--- src/rtl/sort_engine_gen2_if.sv ---
// Handshake bundle for sort_engine_gen2: bit-plane input stream and sorted-index output stream.
// Both streams use the same valid/ready rule: a transfer happens on a rising clock edge where
// valid and ready are both 1; once valid is high, the payload is held stable until that transfer.
interface sort_engine_gen2_if #(
  parameter int ELEMENT_NUM = 8
);
  localparam int ADDR_W = $clog2(ELEMENT_NUM);

  logic                   in_valid;
  logic                   in_ready;
  logic [ELEMENT_NUM-1:0] in_plane;
  logic                   out_valid;
  logic                   out_ready;
  logic [ADDR_W-1:0]      out_addr;
  logic                   out_last;

  modport master (
    output in_valid, in_plane, out_ready,
    input  in_ready, out_valid, out_addr, out_last
  );

  modport slave (
    input  in_valid, in_plane, out_ready,
    output in_ready, out_valid, out_addr, out_last
  );
endinterface

--- src/rtl/sort_engine_gen2.sv ---
// Bit-plane sorter: loads DATA_WIDTH planes MSB first, then emits element indices in sorted
// order (descending or ascending), one per handshake, stable on ties.
module sort_engine_gen2 #(
  parameter int ELEMENT_NUM = 8,
  parameter int DATA_WIDTH  = 8
) (
  input  logic                clk,
  input  logic                rst,
  input  logic                start,
  input  logic                mode,
  sort_engine_gen2_if.slave   bus,
  output logic                busy,
  output logic                done,
  output logic [1:0]          state_dbg
);
  localparam int ADDR_W = $clog2(ELEMENT_NUM);
  localparam int CNT_W  = (DATA_WIDTH > 1) ? $clog2(DATA_WIDTH) : 1;

  typedef enum logic [1:0] {
    IDLE = 2'd0,
    LOAD = 2'd1,
    SORT = 2'd2
  } state_t;

  state_t                 state;
  logic [CNT_W-1:0]       cnt;
  logic [ADDR_W-1:0]      emit_cnt;
  logic [ELEMENT_NUM-1:0] evt;
  logic                   mode_q;
  logic                   in_ready_q;
  logic                   out_valid_q;
  logic [ELEMENT_NUM-1:0] plane [DATA_WIDTH];

  logic                   in_fire;
  logic                   out_fire;
  logic [ELEMENT_NUM-1:0] fo;
  logic [ADDR_W-1:0]      first_idx;

  assign in_fire  = bus.in_valid && in_ready_q;
  assign out_fire = out_valid_q && bus.out_ready;

  // plane[0] holds the MSB plane; storage is only meaningful once LOAD has filled it.
  always_ff @(posedge clk) begin
    if (state == LOAD && in_fire) begin
      plane[cnt] <= bus.in_plane;
    end
  end

  // Narrow the still-valid set plane by plane; a plane that would empty the set is skipped,
  // so every survivor shares the extreme value and the set is never empty while evt is not.
  always_comb begin
    logic [ELEMENT_NUM-1:0] cur;
    logic [ELEMENT_NUM-1:0] cand;
    cur  = evt;
    cand = '0;
    for (int p = 0; p < DATA_WIDTH; p++) begin
      cand = cur & (mode_q ? ~plane[p] : plane[p]);
      if (cand != '0) begin
        cur = cand;
      end
    end
    fo = cur;
  end

  // Lowest set index wins, which keeps equal values in ascending index order.
  always_comb begin
    first_idx = '0;
    for (int i = ELEMENT_NUM - 1; i >= 0; i--) begin
      if (fo[i]) begin
        first_idx = ADDR_W'(i);
      end
    end
  end

  always_ff @(posedge clk or negedge rst) begin
    if (!rst) begin
      state       <= IDLE;
      cnt         <= '0;
      emit_cnt    <= '0;
      evt         <= '0;
      mode_q      <= 1'b0;
      in_ready_q  <= 1'b0;
      out_valid_q <= 1'b0;
      busy        <= 1'b0;
      done        <= 1'b0;
    end else begin
      done <= 1'b0;
      case (state)
        IDLE: begin
          if (start) begin
            mode_q     <= mode;
            cnt        <= '0;
            state      <= LOAD;
            in_ready_q <= 1'b1;
            busy       <= 1'b1;
          end
        end
        LOAD: begin
          if (in_fire) begin
            cnt <= cnt + 1'b1;
            if (cnt == CNT_W'(DATA_WIDTH - 1)) begin
              evt         <= '1;
              emit_cnt    <= '0;
              state       <= SORT;
              in_ready_q  <= 1'b0;
              out_valid_q <= 1'b1;
            end
          end
        end
        SORT: begin
          if (out_fire) begin
            evt[first_idx] <= 1'b0;
            emit_cnt       <= emit_cnt + 1'b1;
            if (emit_cnt == ADDR_W'(ELEMENT_NUM - 1)) begin
              state       <= IDLE;
              out_valid_q <= 1'b0;
              busy        <= 1'b0;
              done        <= 1'b1;
            end
          end
        end
        default: begin
          state       <= IDLE;
          in_ready_q  <= 1'b0;
          out_valid_q <= 1'b0;
          busy        <= 1'b0;
        end
      endcase
    end
  end

  assign bus.in_ready  = in_ready_q;
  assign bus.out_valid = out_valid_q;
  assign bus.out_addr  = out_valid_q ? first_idx : '0;
  assign bus.out_last  = out_valid_q && (emit_cnt == ADDR_W'(ELEMENT_NUM - 1));
  assign state_dbg     = state;
endmodule

--- src/flat_wrapper.sv ---
// flat-port wrapper written by rule: the top's interface ports become plain ports
module sort_engine_gen2_flat 
#(
  parameter int ELEMENT_NUM = 8,
  parameter int DATA_WIDTH  = 8
)
  (clk, rst, start, mode, busy, done, state_dbg, bus_in_valid, bus_in_plane, bus_out_ready, bus_in_ready, bus_out_valid, bus_out_addr, bus_out_last);
  sort_engine_gen2_if #(.ELEMENT_NUM(ELEMENT_NUM)) bus_i ();
  input  logic clk;
  input  logic rst;
  input  logic start;
  input  logic mode;
  output logic busy;
  output logic done;
  output logic [1:0] state_dbg;
  input wire logic [$bits(bus_i.in_valid)-1:0] bus_in_valid;
  input wire logic [$bits(bus_i.in_plane)-1:0] bus_in_plane;
  input wire logic [$bits(bus_i.out_ready)-1:0] bus_out_ready;
  output wire logic [$bits(bus_i.in_ready)-1:0] bus_in_ready;
  output wire logic [$bits(bus_i.out_valid)-1:0] bus_out_valid;
  output wire logic [$bits(bus_i.out_addr)-1:0] bus_out_addr;
  output wire logic [$bits(bus_i.out_last)-1:0] bus_out_last;
  assign bus_i.in_valid = bus_in_valid;
  assign bus_i.in_plane = bus_in_plane;
  assign bus_i.out_ready = bus_out_ready;
  assign bus_in_ready = bus_i.in_ready;
  assign bus_out_valid = bus_i.out_valid;
  assign bus_out_addr = bus_i.out_addr;
  assign bus_out_last = bus_i.out_last;
  sort_engine_gen2 #(.ELEMENT_NUM(ELEMENT_NUM), .DATA_WIDTH(DATA_WIDTH)) u_core (.clk(clk), .rst(rst), .start(start), .mode(mode), .bus(bus_i), .busy(busy), .done(done), .state_dbg(state_dbg));
endmodule
--- config.mk ---
export PLATFORM = sky130hd
export DESIGN_NAME = sort_engine_gen2_flat
export DESIGN_NICKNAME = d
export VERILOG_FILES = /design/src/rtl/sort_engine_gen2_if.sv /design/src/rtl/sort_engine_gen2.sv /design/src/flat_wrapper.sv
export SDC_FILE = /design/constraint.sdc
export NUM_CORES = 1
export LEC_CHECK = 0
export ABC_AREA = 1
export ABC_CLOCK_PERIOD_IN_PS = 11800
export CORE_UTILIZATION = 57
export CTS_BUF_LIST = sky130_fd_sc_hd__clkbuf_4
export DETAILED_ROUTE_END_ITERATION = 8
export MAX_ROUTING_LAYER = met4
export PLACE_DENSITY = 0.76
export SYNTH_ARGS = -nofsm -noshare
export SYNTH_HDL_FRONTEND = slang
export SYNTH_SLANG_ARGS = --single-unit
--- constraint.sdc ---
create_clock -name clk -period 11.8 [get_ports clk]
set_input_delay 1.18 -clock clk [delete_from_list [all_inputs] [get_ports clk]]
set_output_delay 1.18 -clock clk [all_outputs]
set_load 0.005 [all_outputs]
==> qor_table.md, run 1 <==
| Parameter | This run |
|---|---|
| Status | completed |
| Start-to-end type of the worst setup path | reg2out |
| Instance area after placement | 5440 um2 |
| Clock-pin slew reported for the worst setup and hold paths after clock tree synthesis | 0.13 ns |
| Antenna violations before repair | 0 |
| Aggregate global-route resource usage | 26.7% |
| Total DRC errors in the routed layout | 0 |
| Worst setup timing slack at the placement stage | 3.78 ns |
| Biggest regs | u_core.plane: 64 flops, u_core.evt: 8 flops |
| Post-route insts no fill | 768 |
| Yosys stat cell total | 630 |
| Initial DRC Count | 407 |
| Setup TNS | 0 ns |
| Pin count of the biggest net entering global routing | 66 |
| Area enclosed by the die boundary | 9380 um2 |
| Unrepaired setup endpoints after global routing | false |
| Vias in the first global route | 3927 |
| Final Max-Slew Violation Tally | 0 |
| Clock latency at the later pin of the worst-skew pair | 0.42 ns |
| Final standard cell area without fillers | 5590 um2 |
| Slowest stage delay, CP | 0.72 ns |
| Synth unique cells | 26 |
| I/O pin count | 24 |
| XOR/XNOR Area Share | 9.57% |
| Warning total across the stage logs | 26 |
| Mux contribution to synthesized area | 0% |
| Post-Syn Instances | 630 |
| Crit path capture type | output port |
| Number of port buffers | 23 |
| Post-synthesis cell type with the largest combined area | edfxtp_1 |
| Reg with most FFs | u_core.plane |
| Max FFs per register | 64 |
| Critical path peak fanout | 65 |
| Number of levels in the clock H-tree | 3 |
| Final GP Congestion | 0.922 |
| Final setup vio count | 0 |
| Final Critical Period | 8.56 ns |
| Fmax | 0.117 GHz |
| Post-Synthesis Cell Area | 5130 um2 |
| Fraction of layout instances using a drive strength above 1 | 6.36% |
| Cell Rows | 34 |
| Mean cell area of the mapped netlist | 8.14 um2 |
| Most used DFF post-synth | edfxtp_1 |
| Buffers inserted by post-CTS timing repair | 0 |
| Top cell family by delay on the critical path | simple AND/OR/NAND/NOR gates |
| Worst Path Buf+Inv | 3 |
| Clock Tree Root | clkbuf_4 |
| Portion of the clock cycle consumed by the worst path in the final layout | 72.5% |
| Routed length per instance | 15.0 um |
| First-pass GRT wire length | 19100 um |
| Grt total ovfl | 0 |
| Net count, final | 673 |
| Number of buffers between clock root and the deepest sink | 2 |
| Placed wire-length estimate after detailed placement | 8750 um |
| Top cells by count, synth | nand2_1 (233), inv_1 (86), nand3_1 (69), edfxtp_1 (64), xnor2_1 (36) |
| Net count after synthesis | 648 |
| Post-synth EDFFs | 64 |
| Pre-antenna DRT Iters | 5 |
| Resized cells post-CTS | 0 |
| Hold buffers post-CTS | 0 |
| Logic family by area | simple AND/OR/NAND/NOR gates |
==> run 1: cell usage in the layout (no fill, tap or decap) <==
cell and count:
a21boi_0 3, a21oi_1 3, buf_4 1, bufinv_16 2, clkbuf_4 9, clkdlybuf4s50_1 23, clkinv_1 2, clkinv_2 1
clkinvlp_4 1, dfrtp_1 20, dfrtp_2 1, edfxtp_1 64, ha_1 4, inv_1 86, inv_2 1, inv_6 1
nand2_1 233, nand2_2 7, nand2_4 4, nand3_1 69, nand3_2 1, nand3b_1 13, nor2_1 17, nor2_2 8
nor2_4 5, nor3_1 10, o21ai_0 14, o21ai_1 1, xnor2_1 36, xor2_1 20
==> run 1: routing by layer <==
metal | vias up | global-route usage [%] | wire (um)
li1 | 2044 | - | -
met1 | 1892 | 36.1 | 5170
met2 | 164 | 41.0 | 5280
met3 | 25 | 2.67 | 721
met4 | 0 | 12.2 | 380
met5 | - | - | 0
==> run 1: final cells by class <==
class | count | area [um2]
fill | 730 | 3130
clock buffer | 9 | 67.6
clock inverter | 7 | 88.8
multi-input combinational | 448 | 2290
tap | 108 | 135
sequential | 85 | 2450
timing repair buffer | 24 | 238
inverter | 87 | 327
==> run 1: worst paths after layout <==
path / slack [ns] / endpoint / cells after the start / startpoint
worst max-delay path: 3.24 / bus_out_addr[0] / 52 / u_core.mode_q
worst min-delay path: 0.49 / u_core.emit_cnt[2] / 2 / u_core.emit_cnt[2]
worst max register to register: 5.00 / u_core.evt[3] / 50 / u_core.mode_q
worst min register to register: 0.49 / u_core.emit_cnt[2] / 2 / u_core.emit_cnt[2]
max in group asynchronous: 9.89 / u_core.mode_q / 1 / rst
min in group asynchronous: 1.27 / u_core.cnt[2] / 1 / rst
==> run 1: worst min-delay path: cells and delay by family (launching register included) <==
kind,cells,cell delay [ns]
flops,1,0.37
simple gates,2,0.10
Run 1, met1 routing:
The bar under the picture is 20 um long.
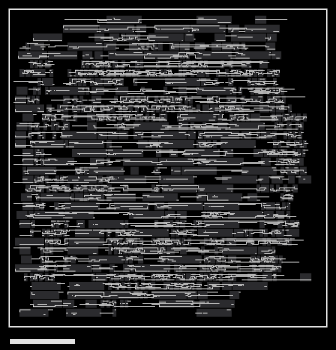
- share of all routed wire: 45%
- wire length on this layer: 5170 um
- longest straight run: 28.1 um
- main direction: horizontal
total vias in the final route: 4125
GRT met1 Usage: 36.1%
final routed wirelength across all metal layers: 11500 um

Run 1, the metal 2 layer:
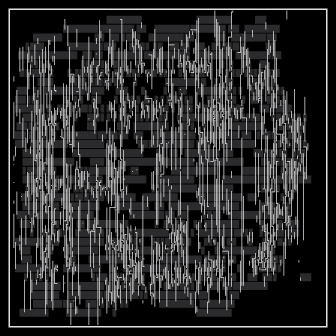
- main direction: vertical
- wire length on this layer: 5280 um
- nets with wire on the layer: 559
- share of all routed wire: 46%

Run 1, met3 routing:
The bar under the picture is 20 um long.
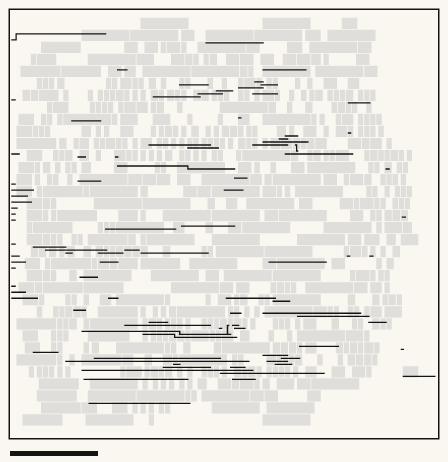
- wire length on this layer: 721 um
- main direction: horizontal
- longest straight run: 41.4 um
- share of all routed wire: 6.2%
- nets with wire on the layer: 74
met3 routing resource usage after global routing: 2.67%

==> run 1 -> run 2 <==
--- a/config.mk
+++ b/config.mk
@@ -6,7 +6,7 @@
 export NUM_CORES = 1
 export LEC_CHECK = 0
 export ABC_AREA = 1
-export ABC_CLOCK_PERIOD_IN_PS = 11800
+export ABC_CLOCK_PERIOD_IN_PS = 8700
 export CORE_UTILIZATION = 57
 export CTS_BUF_LIST = sky130_fd_sc_hd__clkbuf_4
 export DETAILED_ROUTE_END_ITERATION = 8
==> constraint.sdc (replaced) <==
create_clock -name clk -period 8.7 [get_ports clk]
set_input_delay 0.87 -clock clk [delete_from_list [all_inputs] [get_ports clk]]
set_output_delay 0.87 -clock clk [all_outputs]
set_load 0.005 [all_outputs]
Run 2, met1 routing:
The bar under the picture is 20 um long.
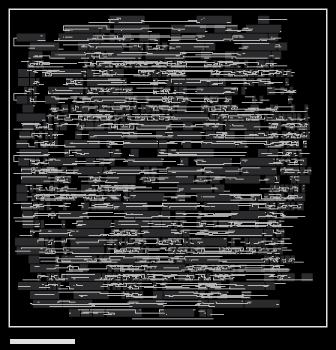
- share of all routed wire: 47%
- wire length on this layer: 5490 um
- nets with wire on the layer: 625

Run 2, placement view:
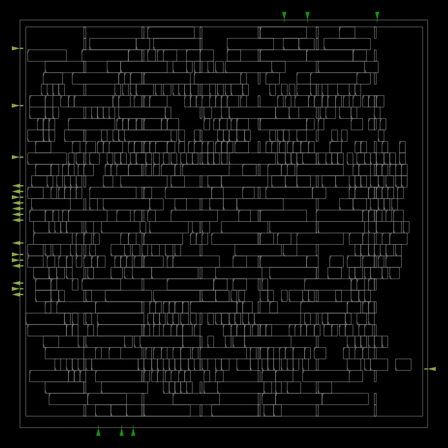
CORE AREA: 8720 um2
Well-Tap Cells: 108
count of filler cells inserted in the layout: 732
sequential cell count of the final layout: 85
share of the final layout cell area in sequential cells: 43.5%

==> qor_table.md, run 2 <==
| Parameter | This run |
|---|---|
| Status | completed |
| Top cells by count, synth | nand2_1 (233), inv_1 (86), nand3_1 (69), edfxtp_1 (64), xnor2_1 (36) |
| First-pass GRT wire length | 18500 um |
| Slowest stage delay, CP | 0.66 ns |
| Most used DFF post-synth | edfxtp_1 |
| Total vias in the final route | 4079 |
| Number of buffers between clock root and the deepest sink | 2 |
| Synth unique cells | 26 |
| Net count after synthesis | 648 |
| Placed wire-length estimate after detailed placement | 8730 um |
| Antenna violations before repair | 0 |
| Pin count of the biggest net entering global routing | 40 |
| Biggest regs | u_core.plane: 64 flops, u_core.evt: 8 flops |
| Final routed wirelength across all metal layers | 11700 um |
| Pre-antenna DRT Iters | 7 |
| Routed length per instance | 15.2 um |
| Post-Syn Instances | 630 |
| Fmax | 0.128 GHz |
| Post-synth EDFFs | 64 |
| Fraction of layout instances using a drive strength above 1 | 6.81% |
| Final Critical Period | 7.81 ns |
| XOR/XNOR Area Share | 9.57% |
| Final Max-Slew Violation Tally | 0 |
| Area enclosed by the die boundary | 9380 um2 |
| Final setup vio count | 0 |
| Yosys stat cell total | 630 |
| Grt total ovfl | 0 |
| Final GP Congestion | 0.932 |
| Max FFs per register | 64 |
| Mux contribution to synthesized area | 0% |
| Post-Synthesis Cell Area | 5130 um2 |
| Clock latency at the later pin of the worst-skew pair | 0.44 ns |
| Unrepaired setup endpoints after global routing | false |
| Post-synthesis cell type with the largest combined area | edfxtp_1 |
| Crit path capture type | output port |
| Logic family by area | simple AND/OR/NAND/NOR gates |
| Clock Tree Root | clkbuf_4 |
| Post-route insts no fill | 769 |
| Vias in the first global route | 3850 |
| Start-to-end type of the worst setup path | reg2out |
| Clock-pin slew reported for the worst setup and hold paths after clock tree synthesis | 0.14 ns |
| Portion of the clock cycle consumed by the worst path in the final layout | 89.8% |
| Number of levels in the clock H-tree | 3 |
| Mean cell area of the mapped netlist | 8.14 um2 |
| Hold buffers post-CTS | 0 |
| Worst setup timing slack at the placement stage | 1.03 ns |
| Reg with most FFs | u_core.plane |
| Aggregate global-route resource usage | 26.1% |
run 2: cell counts after synthesis:
No cell type changed its count.
run 2: path summary, 6_finish.rpt:
kind,from,to,slack (ns),depth (start not counted)
worst max-delay path,u_core.mode_q,bus_out_addr[0],0.89,51
worst min-delay path,u_core.emit_cnt[2],u_core.emit_cnt[2],0.50,2
worst max register to register,u_core.mode_q,u_core.evt[3],2.38,49
worst min register to register,u_core.emit_cnt[2],u_core.emit_cnt[2],0.50,2
max in group asynchronous,rst,u_core.mode_q,7.06,1
min in group asynchronous,rst,u_core.emit_cnt[0],0.96,1
run 2: cells by family (layout without fill, tap and decap cells):
group / after synthesis / in the layout
adders and majority gates: 4 / 4
and+or+nand+nor: 367 / 367
AOI/OAI and AO/OA: 21 / 21
DFF: 85 / 85
buffers and inverters: 97 / 128
xor gates and xnor gates: 56 / 56
run 2: final cells by class:
cell class	count	area [um2]
fill	732	3080
sequential	85	2450
multi-input combinational	448	2290
inverter	87	327
timing repair buffer	25	265
tap	108	135
clock inverter	7	104
clock buffer	9	67.6
run 2: per-layer routing:
layer,global-route usage [%],vias to the layer above,wire [um]
met3,3.18,29,657
met5,-,-,0
li1,-,2046,-
met1,36.7,1869,5490
met2,38.4,135,5200
met4,11.1,0,348
run 2: worst max-delay path: cells and delay by family, from the launching register on:
kind,cells,cell delay (ns)
and+or+nand+nor,49,5.15
buffers and inverters,2,0.66
DFF,1,0.66
run 2: what timing repair did:
action,CTS,global route
resized,0,1
buffers inserted,0,1
endpoints found under the setup margin,0,3
run 2: metrics by stage:
stage	utilization, %	hold slack, ns
floorplan	-	0.446
global placement	62.4	0.464
detailed placement	62.4	0.482
CTS	64.3	0.513
global route	64.7	0.536
finish	64.7	0.504
